==> run_1/metal_stack.png <==
(3 px per micron)
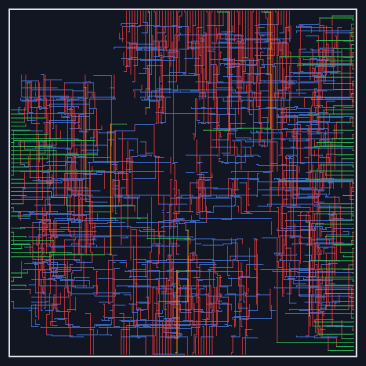
==> run_1/final_clocks.png <==
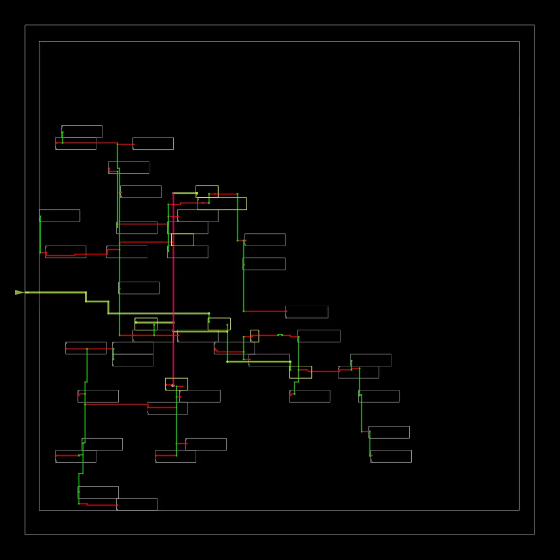
==> run_1/registers.png <==
(2 px per micron)
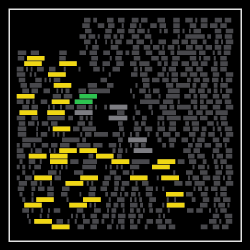
### config.mk
export PLATFORM = sky130hd
export DESIGN_NAME = ahb_s2m_decoder
export DESIGN_NICKNAME = d
export VERILOG_FILES = /design/src/rtl/ahb_pkg.sv /design/src/rtl/ahb_default_slave.sv /design/src/rtl/ahb_s2m_decoder.sv
export SDC_FILE = /design/constraint.sdc
export NUM_CORES = 1
export LEC_CHECK = 0
export ABC_AREA = 1
export CAP_MARGIN = 20
export CELL_PAD_IN_SITES_DETAIL_PLACEMENT = 1
export CELL_PAD_IN_SITES_GLOBAL_PLACEMENT = 1
export CORE_MARGIN = 3
export CORE_UTILIZATION = 20
export CTS_BUF_LIST = sky130_fd_sc_hd__clkbuf_8
export DETAILED_ROUTE_END_ITERATION = 10
export GPL_ROUTABILITY_DRIVEN = 1
export PLACE_DENSITY_LB_ADDON = 0.25
export SYNTH_ARGS = -nofsm -noshare
export SYNTH_HDL_FRONTEND = slang
export SYNTH_HIERARCHICAL = 1
export SYNTH_SLANG_ARGS = --single-unit
### constraint.sdc
create_clock -name HCLK -period 1.65 [get_ports HCLK]
set_input_delay 0.33 -clock HCLK [delete_from_list [all_inputs] [get_ports HCLK]]
set_output_delay 0.33 -clock HCLK [all_outputs]
set_load 0.02 [all_outputs]
### src/rtl/ahb_pkg.sv
// Shared AHB definitions: bus widths, HTRANS/HRESP codes, return-path select and default-slave state.
package ahb_pkg;

    localparam int unsigned AHB_ADDR_BITS  = 32;
    localparam int unsigned AHB_DATA_BITS  = 32;
    localparam int unsigned AHB_TRANS_BITS = 2;
    localparam int unsigned AHB_RESP_BITS  = 2;

    localparam logic [AHB_RESP_BITS-1:0] AHB_RESP_OKAY  = 2'b00;
    localparam logic [AHB_RESP_BITS-1:0] AHB_RESP_ERROR = 2'b01;

    localparam logic [AHB_TRANS_BITS-1:0] AHB_TRANS_IDLE   = 2'b00;
    localparam logic [AHB_TRANS_BITS-1:0] AHB_TRANS_BUSY   = 2'b01;
    localparam logic [AHB_TRANS_BITS-1:0] AHB_TRANS_NONSEQ = 2'b10;
    localparam logic [AHB_TRANS_BITS-1:0] AHB_TRANS_SEQ    = 2'b11;

    typedef enum logic [1:0] {
        SEL_DEF = 2'd0,
        SEL_S1  = 2'd1,
        SEL_S2  = 2'd2,
        SEL_S3  = 2'd3
    } sel_e;

    typedef enum logic [1:0] {
        DS_IDLE = 2'd0,
        DS_ERR1 = 2'd1,
        DS_ERR2 = 2'd2
    } ds_state_e;

endpackage

### src/rtl/ahb_default_slave.sv
// Default slave for unmapped addresses: two-cycle ERROR response plus sticky
// capture of the first faulting address.
module ahb_default_slave
    import ahb_pkg::*;
(
    input  logic                      HCLK,
    input  logic                      HRESETn,
    input  logic                      hready_i,
    input  logic                      sel_def_i,
    input  logic [AHB_TRANS_BITS-1:0] htrans_i,
    input  logic [AHB_ADDR_BITS-1:0]  haddr_i,
    input  logic                      err_clr_i,
    output logic                      ready_o,
    output logic [AHB_RESP_BITS-1:0]  resp_o,
    output logic                      err_valid_o,
    output logic [AHB_ADDR_BITS-1:0]  err_addr_o
);

    ds_state_e                     state_q, state_d;
    logic                          ready_q, ready_d;
    logic [AHB_RESP_BITS-1:0]      resp_q, resp_d;
    logic                          err_valid_q, err_valid_d;
    logic [AHB_ADDR_BITS-1:0]      err_addr_q, err_addr_d;
    logic                          req;
    logic                          capture;

    assign req = hready_i && sel_def_i &&
                 ((htrans_i == AHB_TRANS_NONSEQ) || (htrans_i == AHB_TRANS_SEQ));

    always_ff @(posedge HCLK or negedge HRESETn) begin
        if (!HRESETn) begin
            state_q     <= DS_IDLE;
            ready_q     <= 1'b1;
            resp_q      <= AHB_RESP_OKAY;
            err_valid_q <= 1'b0;
            err_addr_q  <= '0;
        end else begin
            state_q     <= state_d;
            ready_q     <= ready_d;
            resp_q      <= resp_d;
            err_valid_q <= err_valid_d;
            err_addr_q  <= err_addr_d;
        end
    end

    // Response outputs are registered from the next state so they track state_q exactly.
    always_comb begin
        state_d     = state_q;
        capture     = 1'b0;
        err_valid_d = err_valid_q;
        err_addr_d  = err_addr_q;

        unique case (state_q)
            DS_IDLE: if (req) begin
                state_d = DS_ERR1;
                capture = 1'b1;
            end
            DS_ERR1: state_d = DS_ERR2;
            DS_ERR2: if (req) begin
                state_d = DS_ERR1;
                capture = 1'b1;
            end else begin
                state_d = DS_IDLE;
            end
            default: state_d = DS_IDLE;
        endcase

        ready_d = (state_d != DS_ERR1);
        resp_d  = (state_d == DS_IDLE) ? AHB_RESP_OKAY : AHB_RESP_ERROR;

        // A capture coinciding with a clear takes the new address and keeps the flag set.
        if (err_clr_i) begin
            err_valid_d = 1'b0;
        end
        if (capture) begin
            err_valid_d = 1'b1;
            if (!err_valid_q || err_clr_i) begin
                err_addr_d = haddr_i;
            end
        end
    end

    assign ready_o     = ready_q;
    assign resp_o      = resp_q;
    assign err_valid_o = err_valid_q;
    assign err_addr_o  = err_addr_q;

endmodule

### src/rtl/ahb_s2m_decoder.sv
// AHB address decoder and slave-to-master return mux, with a built-in default
// slave answering unmapped transfers.
module ahb_s2m_decoder
    import ahb_pkg::*;
#(
    parameter logic [AHB_ADDR_BITS-1:0] S1_BASE = 32'h0000_0000,
    parameter logic [AHB_ADDR_BITS-1:0] S1_MASK = 32'hFFFF_0000,
    parameter logic [AHB_ADDR_BITS-1:0] S2_BASE = 32'h1000_0000,
    parameter logic [AHB_ADDR_BITS-1:0] S2_MASK = 32'hFFFF_0000,
    parameter logic [AHB_ADDR_BITS-1:0] S3_BASE = 32'h2000_0000,
    parameter logic [AHB_ADDR_BITS-1:0] S3_MASK = 32'hFFFF_0000
) (
    input  logic                      HCLK,
    input  logic                      HRESETn,
    input  logic [AHB_ADDR_BITS-1:0]  HADDR,
    input  logic [AHB_TRANS_BITS-1:0] HTRANS,
    output logic                      HSEL_S1,
    output logic                      HSEL_S2,
    output logic                      HSEL_S3,
    input  logic [AHB_DATA_BITS-1:0]  HRDATA_S1,
    input  logic [AHB_DATA_BITS-1:0]  HRDATA_S2,
    input  logic [AHB_DATA_BITS-1:0]  HRDATA_S3,
    input  logic                      HREADY_S1,
    input  logic                      HREADY_S2,
    input  logic                      HREADY_S3,
    input  logic [AHB_RESP_BITS-1:0]  HRESP_S1,
    input  logic [AHB_RESP_BITS-1:0]  HRESP_S2,
    input  logic [AHB_RESP_BITS-1:0]  HRESP_S3,
    output logic [AHB_DATA_BITS-1:0]  HRDATA,
    output logic                      HREADY,
    output logic [AHB_RESP_BITS-1:0]  HRESP,
    output logic                      ERR_VALID,
    output logic [AHB_ADDR_BITS-1:0]  ERR_ADDR,
    input  logic                      ERR_CLR
);

    sel_e                     sel_cur;
    sel_e                     sel_prev_q, sel_prev_d;
    logic                     ds_ready;
    logic [AHB_RESP_BITS-1:0] ds_resp;

    // Address decode with fixed priority S1 > S2 > S3 on overlapping windows.
    always_comb begin
        sel_cur = SEL_DEF;
        if ((HADDR & S1_MASK) == S1_BASE) begin
            sel_cur = SEL_S1;
        end else if ((HADDR & S2_MASK) == S2_BASE) begin
            sel_cur = SEL_S2;
        end else if ((HADDR & S3_MASK) == S3_BASE) begin
            sel_cur = SEL_S3;
        end
    end

    assign HSEL_S1 = (sel_cur == SEL_S1);
    assign HSEL_S2 = (sel_cur == SEL_S2);
    assign HSEL_S3 = (sel_cur == SEL_S3);

    assign sel_prev_d = HREADY ? sel_cur : sel_prev_q;

    always_ff @(posedge HCLK or negedge HRESETn) begin
        if (!HRESETn) begin
            sel_prev_q <= SEL_DEF;
        end else begin
            sel_prev_q <= sel_prev_d;
        end
    end

    // Data-phase owner drives the shared response, including HREADY.
    always_comb begin
        HRDATA = '0;
        HREADY = ds_ready;
        HRESP  = ds_resp;
        unique case (sel_prev_q)
            SEL_S1: begin
                HRDATA = HRDATA_S1;
                HREADY = HREADY_S1;
                HRESP  = HRESP_S1;
            end
            SEL_S2: begin
                HRDATA = HRDATA_S2;
                HREADY = HREADY_S2;
                HRESP  = HRESP_S2;
            end
            SEL_S3: begin
                HRDATA = HRDATA_S3;
                HREADY = HREADY_S3;
                HRESP  = HRESP_S3;
            end
            default: ;
        endcase
    end

    ahb_default_slave u_default_slave (
        .HCLK        (HCLK),
        .HRESETn     (HRESETn),
        .hready_i    (HREADY),
        .sel_def_i   (sel_cur == SEL_DEF),
        .htrans_i    (HTRANS),
        .haddr_i     (HADDR),
        .err_clr_i   (ERR_CLR),
        .ready_o     (ds_ready),
        .resp_o      (ds_resp),
        .err_valid_o (ERR_VALID),
        .err_addr_o  (ERR_ADDR)
    );

endmodule

==> notes.org, run 1 <==
#+TITLE: Flow metrics

** Pwr
- The power report attributes to the combinational group a share of 0.437.
- Total net switching power :: 1.267 mW
- Of the total power, the share spent switching nets is 0.3336.
- PD cells :: 619.5 nW/um^2

** Yosys
- Chip area estimate from yosys synthesis :: 2386 sq um
- The average instance in the mapped netlist occupies 6.610 sq um.
- # Cells Yosys :: 361
- After synthesis, the share of cell area in mux cells is 0.
- Synth Net Count :: a little over 500
- The cell-mix breakdown from Yosys lists the simple-gate area share as 0.5050.
- Largest non-sequential cell family by area :: simple AND/OR/NAND/NOR gates

** Outcome
- Result of the run :: finished, violations left
- Violations in the final reports :: negative setup slack

** Clock tree
- Clock transition at the register clock pins on the worst setup and hold paths after CTS :: 0.08 ns
- In this run the post-CTS setup repair buffer count came out at 15.
- Buffers inserted during clock tree synthesis total 5.
- Clock tree synthesis found a total of 39 sinks.
- In this run the number of H-tree levels came out at 2.

** GRT
- Global-route wire length before repair :: about 19000 microns
- The via count of the first global-routing pass came to ~3700.
- Global-route congestion overflow total :: 0

** Detailed routing
- Detailed-route DRC error count :: 0
- Per the log, the first TritonRoute iteration ended with a DRC count of 109.

** Worst setup path
- Origin of the critical flop-to-flop path :: sel_prev_q[1]
- Register-to-register setup slack :: -0.14 ns
- Reg-to-Reg End :: u_default_slave/err_addr_o[8]
- The cell that appears most often on the critical path is sky130_fd_sc_hd__buf_6.
- Crit Path Max Fanout :: 6
- Cell type of the slowest stage on the worst timing path :: sky130_fd_sc_hd__dfrtp_2
- The signal on the critical path passes through inv_2 -> nor2_4 -> buf_12 -> buf_6 -> buf_8 -> nand2_4 -> nand3_2 -> buf_6.

** Floorplanning
- Area of the core :: 11520 sq um
- Std cell rows :: 39
- Initial Utilization :: 0.2072

** Final timing
- Total negative slack :: -9.926 ns
- Final setup fails :: 70
- RSZ-0062 raised after global routing :: true
- Shortest clock period the worst path allows after layout :: 1.879 ns
- Worst-case setup margin in the final layout :: -0.2292 ns
- Pins over their slew limit in the final report were tallied at 0.

** Job
- Across all stage logs, warnings added up to 29.

** Placement
- Summed over all nets, the half-perimeter wirelength after detailed placement is 9326 microns.

** Finish
- Number of antenna repair diodes :: 0

** Hold path
- Worst Hold Path Cells :: 3
- End point of the worst hold path :: u_default_slave/err_addr_o[17]
About metal_stack.png:
legend:
  met3:
    colour: green
    wire_length: 1100 microns
  met1:
    colour: blue
    wire_length: 5090 microns
  met2:
    colour: red
    wire_length: 7050 microns
  met4:
    colour: orange
    wire_length: 274 microns
GR Util All Layers: 0.1814
post-detailed-routing wire length: 13510 microns
Routed WL per cell: 17.73 microns
total via count in the routed design: 3445

About final_clocks.png:
flip-flop and latch count: 39
power drawn by the clock network: 0.838 mW
worst-case clock skew: 0.008719 ns
clock buffer count: 6

About registers.png:
legend:
  u_default_slave/state_q:
    colour: green
    placed_flops: 2
  u_default_slave/err_addr_o:
    colour: yellow
    placed_flops: 32
not coloured: 5
Seq group: 1.30 mW
fraction of area in registers: 0.1598
register area: 979.7 sq um

[run 1: state kept, by name, summed over array words and instances (netlist names)]
register	count
u_default_slave/err_addr_o	32
u_default_slave/resp_o	1
u_default_slave/ready_o	1
u_default_slave/state_q	2
sel_prev_q	2
u_default_slave/err_valid_o	1
[run 1: cell usage after synthesis]
cell                      instances  area share
sky130_fd_sc_hd__nor2_4           3       0.014
sky130_fd_sc_hd__conb_1           1      0.0016
sky130_fd_sc_hd__nor2_2           1      0.0026
sky130_fd_sc_hd__inv_2            4      0.0063
sky130_fd_sc_hd__nand3_2          1      0.0042
sky130_fd_sc_hd__o21ai_0          2      0.0042
sky130_fd_sc_hd__buf_4            2      0.0063
sky130_fd_sc_hd__nand2_1        191        0.30
sky130_fd_sc_hd__nand2_2          2      0.0052
sky130_fd_sc_hd__dfrtp_1         38        0.40
sky130_fd_sc_hd__nand4_1          6       0.016
sky130_fd_sc_hd__nand3_1         64        0.13
sky130_fd_sc_hd__buf_2           11       0.023
sky130_fd_sc_hd__nor2_1          18       0.028
sky130_fd_sc_hd__inv_1           10       0.016
sky130_fd_sc_hd__buf_6            6       0.028
sky130_fd_sc_hd__dfstp_2          1       0.011
[run 1: cell usage in the layout (no fill, tap or decap), drive strengths merged, types with 2 or more instances in the layout]
cell type      synthesis  routed
buf                   19      93
clkbuf                 0      23
clkdlybuf4s15          0       2
clkdlybuf4s50          0     140
dfrtp                 38      38
dlymetal6s2s           0      16
inv                   14      14
nand2                193     193
nand3                 65      65
nand4                  6       6
nor2                  22      22
o21ai                  2       2
[run 1: logic make-up (layout without fill, tap and decap cells)]
| kind of cell | Yosys count | in the layout |
|---|---|---|
| other | 1 | 1 |
| AND-OR/OR-AND | 2 | 2 |
| buffers and inverters | 33 | 291 |
| flip-flops | 39 | 39 |
| AND/OR/NAND/NOR | 286 | 286 |
[run 1: power by group through the flow]
stage	Clock, mW	Sequential (mW)	Combinational, mW
final	0.838	1.30	1.66
after global routing	0.914	1.34	1.77
after CTS	0.877	1.31	1.56
after detailed placement	0	1.32	1.49
after global placement	0	1.31	1.46
after floorplan	0	1.57	0.305
[run 1: stage by stage]
step                  util  hold WS (ns)  instances  total power [mW]  cell area [sq um]
global route        0.5325        0.2550        762             4.018               6132
floorplan                -       0.03441        361             1.874               2391
CTS                 0.4891        0.3922        754             3.748               5633
finish              0.5325        0.2708        762             3.799               6132
detailed placement  0.4185        0.3044        724             2.805               4820
global placement    0.4185        0.2943        724             2.778               4820
[run 1: per-layer routing]
layer	part of all wire	vias up	global-route usage
met2	0.52	146	0.3356
met3	0.081	18	0.05579
met1	0.38	1629	0.2052
met5	0	-	0
li1	-	1652	-
met4	0.020	0	0.03599
[run 1: critical path, delay by kind of cell (launching register included)]
family / cells / cell delay (ns)
flops: 1 / 0.43
buf+inv: 5 / 0.53
simple gates: 3 / 0.29
[run 1: final cells by class]
class	count	area [sq um]
repair buffers	269	2897
multi-input cells	289	1902
inverters	14	57.56
flip-flops and latches	39	979.7
clock buffers	6	82.58
well taps	143	178.9
clock inverters	2	35.03
fillers	1327	5384
==> run 2, diff against run 1 <==
--- a/config.mk
+++ b/config.mk
@@ -14,6 +14,7 @@
 export CTS_BUF_LIST = sky130_fd_sc_hd__clkbuf_8
 export DETAILED_ROUTE_END_ITERATION = 10
 export GPL_ROUTABILITY_DRIVEN = 1
+export HOLD_SLACK_MARGIN = 0.02
 export PLACE_DENSITY_LB_ADDON = 0.25
 export SYNTH_ARGS = -nofsm -noshare
 export SYNTH_HDL_FRONTEND = slang
==> run_2/registers.png <==
(2 px per micron)
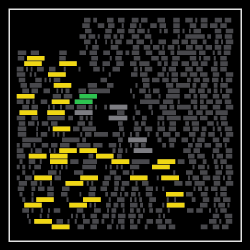
legend:
  u_default_slave/state_q:
    colour: green
    placed_flops: 2
  u_default_slave/err_addr_o:
    colour: yellow
    placed_flops: 32

==> notes.org, run 2 <==
#+TITLE: Flow metrics

** Clock tree
- Cell at the root of the clock tree :: sky130_fd_sc_hd__clkbuf_8
- TritonCTS sink count :: 39
- Clock latency at the later pin of the worst-skew pair :: 0.30 ns
- The clock H-tree reported by CTS has 2 levels.
- Clock-pin slew was measured on the worst setup and hold paths at 0.08 ns.
- Number of buffers inserted during clock tree synthesis :: 5

** Final timing
- Final Max Tran Viols :: 0
- Shortest clock period the worst path allows after layout :: 1.879 ns
- Worst-case setup margin in the final layout :: -0.2292 ns
- Setup total negative slack on the finished layout was measured at -9.926 ns.
- The highest clock rate this design can be run at is between 0.5 and 0.6 GHz.
- Fin Hold WS :: 0.2708 ns
- Between clock sinks in the finished design, the worst skew comes to 0.008719 ns.
- Per the finish-stage timing summary, setup violations number about 70.
- RSZ-0062 raised after global routing :: true

** Floorplanning
- 213 I/O pins were placed.
- The core region is 11520 sq um.
- Std cell rows :: 39
- At the floorplan stage, the core utilization is reported as 0.2072.

** Detailed routing
- The violation tally recorded at the end of detailed-routing iteration 0 is 109.
- The iteration count recorded for the first detailed-route pass is 4.
- For this block, the via count after detailed routing is about 3400.
- The routed design shows a wire length per standard cell of 17.73 microns.
- Detailed-route DRC error count :: 0
- Post-detailed-routing wire length :: 13510 microns

** Outcome
- Result of the run :: finished, violations left
- Violations in the final reports :: negative setup slack

** Placement
- Placer's final routability congestion estimate :: about 0.8
- Note, the detailed placer reported a final HPWL of 9326 microns.
- Total instance count after detailed placement :: 724
- Summing all placed instances gives a cell area of 4820 sq um.

** Worst setup path
- Register-to-register setup slack :: -0.14 ns
- Max fanout on the critical path was recorded as 6.
- The worst register-to-register path ends at u_default_slave/err_addr_o[8].
- The worst setup path is of the register to output pin kind.
- Origin of the critical flop-to-flop path :: sel_prev_q[1]

** Finish
- The finished layout holds 762 standard cells, fillers aside.
- Share of the core filled with cells in the final layout :: 0.5325
- The layout summary lists the proportion of cells stronger than drive strength 1 as 0.4443.
- The area taken by multi-input combinational cells is reported as roughly 1900 sq um.
- The top cell type in the final layout, fill and taps aside, is sky130_fd_sc_hd__clkdlybuf4s50_1.
- Registers take 979.7 sq um.
- The net count of the finished layout is roughly 760.
- Leaving out fill and tap cells, the most frequent cells in the layout are 140 x sky130_fd_sc_hd__clkdlybuf4s50_1, 126 x sky130_fd_sc_hd__nand2_1, 62 x sky130_fd_sc_hd__nand3_2.
- Number of antenna repair diodes :: 0
- Final standard cell area without fillers :: 6132 sq um
- The register with the most flip-flops in the layout has 32 of them.
- In the final layout, the fill cell count is 1327.

** Yosys
- The area fraction of the largest cell type after synthesis is 0.3985.
- Yosys top cell by area :: sky130_fd_sc_hd__dfrtp_1
- Counting every net in the synthesized netlist gives 503.
- For this run, the chip area from Yosys synthesis comes to 2386 sq um.
- Counting instances in the post-synthesis netlist gives the leading cell types as 191 x sky130_fd_sc_hd__nand2_1, 64 x sky130_fd_sc_hd__nand3_1, 38 x sky130_fd_sc_hd__dfrtp_1.
- Proportion of register bits with asynchronous set or reset after synthesis :: 1.000
- The most frequently used library cell after synthesis is sky130_fd_sc_hd__nand2_1.
- The post-synth count of flops with an enable pin is 0.
- For this run, the leading register cell type out of synthesis is sky130_fd_sc_hd__dfrtp_1.
- The main area contributors are sky130_fd_sc_hd__dfrtp_1 40%, sky130_fd_sc_hd__nand2_1 30%, sky130_fd_sc_hd__nand3_1 13%.
- Number of distinct library cells after synthesis :: 17
- # Cells Yosys :: 361
- Mean cell area of the mapped netlist :: 6.610 sq um

** GRT
- Global-route congestion overflow total :: 0
- GR Util All Layers :: 0.1814
- Global-route wire length before repair :: 19190 microns
- The via count of the first global-routing pass is between 3000 and 4000.
- The number of antenna violations at the first check in global routing was 0.

** Pwr
- Power spread over the standard cell area amounts to 619.5 nW/um^2.
- The completed layout was analyzed and its total power is between 3 and 4 mW.

** Job
- Across all stage logs, warnings added up to 29.
[run 2: cells by family after synthesis]
family          Yosys count  share of synthesized area
flops                    39                     0.4095
other cells               1                   0.001572
compound gates            2                   0.004195
simple gates            286                     0.5050
buf+inv                  33                    0.07970
[run 2: what timing repair did]
item                                    in CTS  in global routing
pin swaps                                   24                 62
buffers inserted                            15                 10
hold buffers                                 1                  0
endpoints found under the setup margin      74                 90
resized                                    334                151
endpoints found under the hold margin       17                  0
gates cloned                                 6                  3
[run 2: how the worst min path moves through the flow]
stage / end / slack, ns / cells after the start
floorplan: sel_prev_q[0] / 0.03 / 0
global placement: u_default_slave/err_addr_o[9] / 0.29 / 1
detailed placement: u_default_slave/err_addr_o[9] / 0.30 / 1
CTS: u_default_slave/err_addr_o[22] / 0.39 / 3
global route: u_default_slave/err_addr_o[16] / 0.25 / 3
finish: u_default_slave/err_addr_o[17] / 0.27 / 3
[run 2: critical path: stages (launching register included)]
cell and delay (ns):
sky130_fd_sc_hd__dfrtp_2 0.43, sky130_fd_sc_hd__inv_2 0.06, sky130_fd_sc_hd__nor2_4 0.16, sky130_fd_sc_hd__buf_12 0.13, sky130_fd_sc_hd__buf_6 0.10, sky130_fd_sc_hd__buf_8 0.12
sky130_fd_sc_hd__nand2_4 0.05, sky130_fd_sc_hd__nand3_2 0.08, sky130_fd_sc_hd__buf_6 0.12
[run 2: routing by layer]
metal  GRT usage  share of wire  up-vias
met5           0              0        -
li1            -              -     1652
met4     0.03599          0.020        0
met1      0.2052           0.38     1629
met3     0.05579          0.081       18
met2      0.3356           0.52      146
[run 2: layout make-up]
cell class                 count  area share
sequential                    39      0.1598
inverter                      14    0.009386
multi-input combinational    289      0.3101
clock inverter                 2    0.005713
timing repair buffer         269      0.4724
tap                          143     0.02918
clock buffer                   6     0.01347
[run 2: power breakdown]
group | switching, mW | internal [mW]
registers | 0.125 | 1.18
logic | 0.794 | 0.865
clock network | 0.348 | 0.490
total | 1.27 | 2.53
==> run_2/port_nets.png <==
(4 px per micron)
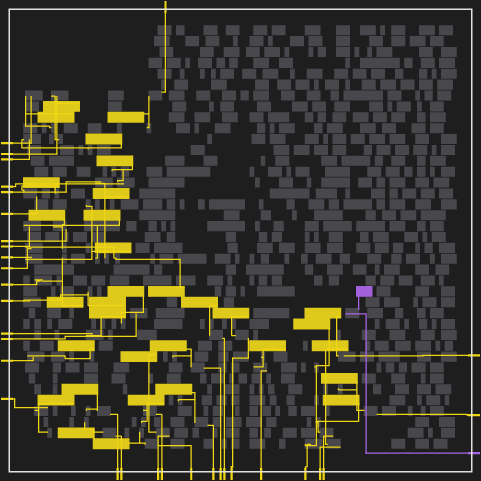

==> run 3, diff against run 2 <==
--- a/config.mk
+++ b/config.mk
@@ -16,6 +16,7 @@
 export GPL_ROUTABILITY_DRIVEN = 1
 export HOLD_SLACK_MARGIN = 0.02
 export PLACE_DENSITY_LB_ADDON = 0.25
+export SKIP_CTS_REPAIR_TIMING = 1
 export SYNTH_ARGS = -nofsm -noshare
 export SYNTH_HDL_FRONTEND = slang
 export SYNTH_HIERARCHICAL = 1
==> run_3/port_nets.png <==
(4 px per micron)
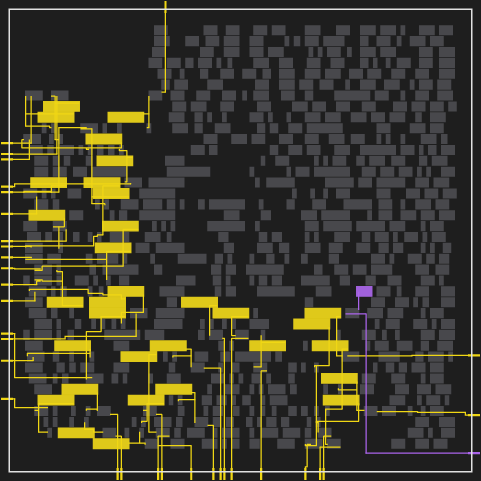
legend:
  ERR_ADDR:
    colour: yellow
    bits: 32
    direction: output
    end_cells: 32
    buffers: 32
    wire: 1180 microns
  HREADY_S2:
    colour: purple
    bits: 1
    direction: input
    end_cells: 1
    buffers: 1
    wire: 69.9 microns
count of buffers from port buffering: 211
I/O pin total: 213

==> notes.org, run 3 <==
#+TITLE: Flow metrics

** Outcome
- The run finished, with violations left.
- The final reports fail on negative setup slack.

** Finish
- The register with the most flip-flops in the layout has 32 of them.
- Fraction of final layout cells with drive strength greater than 1 :: 0.3312
- Number of antenna repair diodes :: 0

** Yosys
- Number of distinct library cells after synthesis :: 17
- Dominant cells by area after synthesis :: sky130_fd_sc_hd__dfrtp_1 40%, sky130_fd_sc_hd__nand2_1 30%, sky130_fd_sc_hd__nand3_1 13%
- Looking at area per cell type in the netlist, the leader is sky130_fd_sc_hd__dfrtp_1.
- In the Yosys report the total cell count is 361.
- Mean cell area of the mapped netlist :: 6.610 sq um
- The most frequently used library cell after synthesis is sky130_fd_sc_hd__nand2_1.
- Yosys reported that registers with async set or reset make up 1.000.
- Looking at the cell usage after synthesis, the top flip-flop cell is sky130_fd_sc_hd__dfrtp_1.
- Chip area estimate from yosys synthesis :: 2386 sq um
- In this run, the synthesized area fraction spent on and/or/nand/nor cells is recorded as 0.5050.

** Hold path
- Worst Hold Path Cells :: 3
- End point of the worst hold path :: u_default_slave/err_addr_o[16]

** Pwr
- Total net switching power :: 1.223 mW
- Clock Power Share :: 0.225
- Switching part of the total :: 0.3274
- The script computed a power per unit cell area of 629.9 nW/um^2.
- Overall power of the completed layout :: 3.735 mW

** Worst setup path
- Origin of the critical flop-to-flop path :: sel_prev_q[0]
- Crit Path Max Fanout :: 8
- The critical path is of the register to output pin type.
- Register-to-register setup slack :: -0.17 ns

** Detailed routing
- Per the detailed-route log, wirelength across all metal layers totals 13710 microns.
- Total via count in the routed design :: 3426
- DRC violation total after the first TritonRoute iteration :: 107
- Routed WL per cell :: around 18 microns
- After detailed routing, the number of remaining DRC violations is 0.

** Final timing
- Setup repair after global routing could not meet its margin everywhere.
- Subtracting the final worst setup slack from the clock period gives 1.879 ns.
- Final setup fails :: 67
- Worst-case setup margin in the final layout :: -0.2294 ns

** Clock tree
- Cell at the root of the clock tree :: sky130_fd_sc_hd__clkbuf_8
- The skew report gives the latency at the later pin of the worst-skew pair as roughly 0.3 ns.
- The CTS log lists the clock sinks for this run as 39.
- TritonCTS created 5 clock buffers.

** Placement
- Detailed placement ended at an HPWL of 9326 microns.
- Total instance count after detailed placement :: between 700 and 800
- The congestion estimate from routability-driven global placement came to 0.8074.

** GRT
- The global routing report lists combined usage of all routing layers as 0.1598.
- Global-route congestion overflow total :: 0
run 3: how the worst max path moves through the flow:
stage               slack (ns)                            end
CTS                      -0.72                       HRESP[0]
global route             -0.31                     HRDATA[17]
floorplan                0.002  u_default_slave/err_addr_o[0]
detailed placement       -0.71                        HSEL_S2
finish                   -0.23                     HRDATA[16]
global placement         -0.62                        HSEL_S2
run 3: stage by stage:
| step | TNS, ns | utilization | hold slack [ns] | cell area, sq um |
|---|---|---|---|---|
| after detailed placement | -33.48 | 0.4185 | 0.3044 | 4820 |
| after CTS | -33.48 | 0.4287 | -0.03099 | 4937 |
| after floorplan | 0 | - | 0.03441 | 2391 |
| after global routing | -16.14 | 0.5149 | 0.3183 | 5929 |
| after global placement | -30.28 | 0.4185 | 0.2943 | 4820 |
| final | -9.406 | 0.5149 | 0.3203 | 5929 |
run 3: layout make-up:
| cell class | count | area, sq um |
|---|---|---|
| inverters | 14 | 55.05 |
| repair buffers | 263 | 2947 |
| well taps | 143 | 178.9 |
| fillers | 1338 | 5587 |
| flip-flops and latches | 39 | 979.7 |
| multi-input cells | 289 | 1652 |
| clock buffers | 6 | 82.58 |
| clock inverters | 2 | 35.03 |
run 3: worst max-delay path: stages, from the launching register on:
cell	delay (ns)
sky130_fd_sc_hd__dfrtp_2	0.45
sky130_fd_sc_hd__inv_2	0.09
sky130_fd_sc_hd__nor2_4	0.04
sky130_fd_sc_hd__buf_12	0.15
sky130_fd_sc_hd__buf_6	0.11
sky130_fd_sc_hd__clkbuf_16	0.15
sky130_fd_sc_hd__nand2_4	0.06
sky130_fd_sc_hd__nand3_2	0.07
sky130_fd_sc_hd__buf_6	0.14
run 3: cell families (layout without fill, tap and decap cells):
kind of cell / count (synthesis) / in the layout
flip-flops: 39 / 39
AND-OR/OR-AND: 2 / 2
AND/OR/NAND/NOR: 286 / 286
buffers and inverters: 33 / 285
other: 1 / 1
run 3: power groups by stage:
| stage | Sequential (mW) | Clock [mW] | Combinational, mW |
|---|---|---|---|
| floorplan | 1.57 | 0 | 0.305 |
| global placement | 1.31 | 0 | 1.46 |
| detailed placement | 1.32 | 0 | 1.49 |
| CTS | 1.31 | 0.877 | 1.49 |
| global route | 1.33 | 0.911 | 1.69 |
| finish | 1.30 | 0.840 | 1.59 |
run 3: per-layer routing:
metal  global-route usage  wire, microns
met1               0.1784           4979
met5                    0              0
met4              0.03521            241
met2               0.2909           7356
met3              0.05737           1129
Power figures rest on the tool's default switching activity, not on a simulated workload.
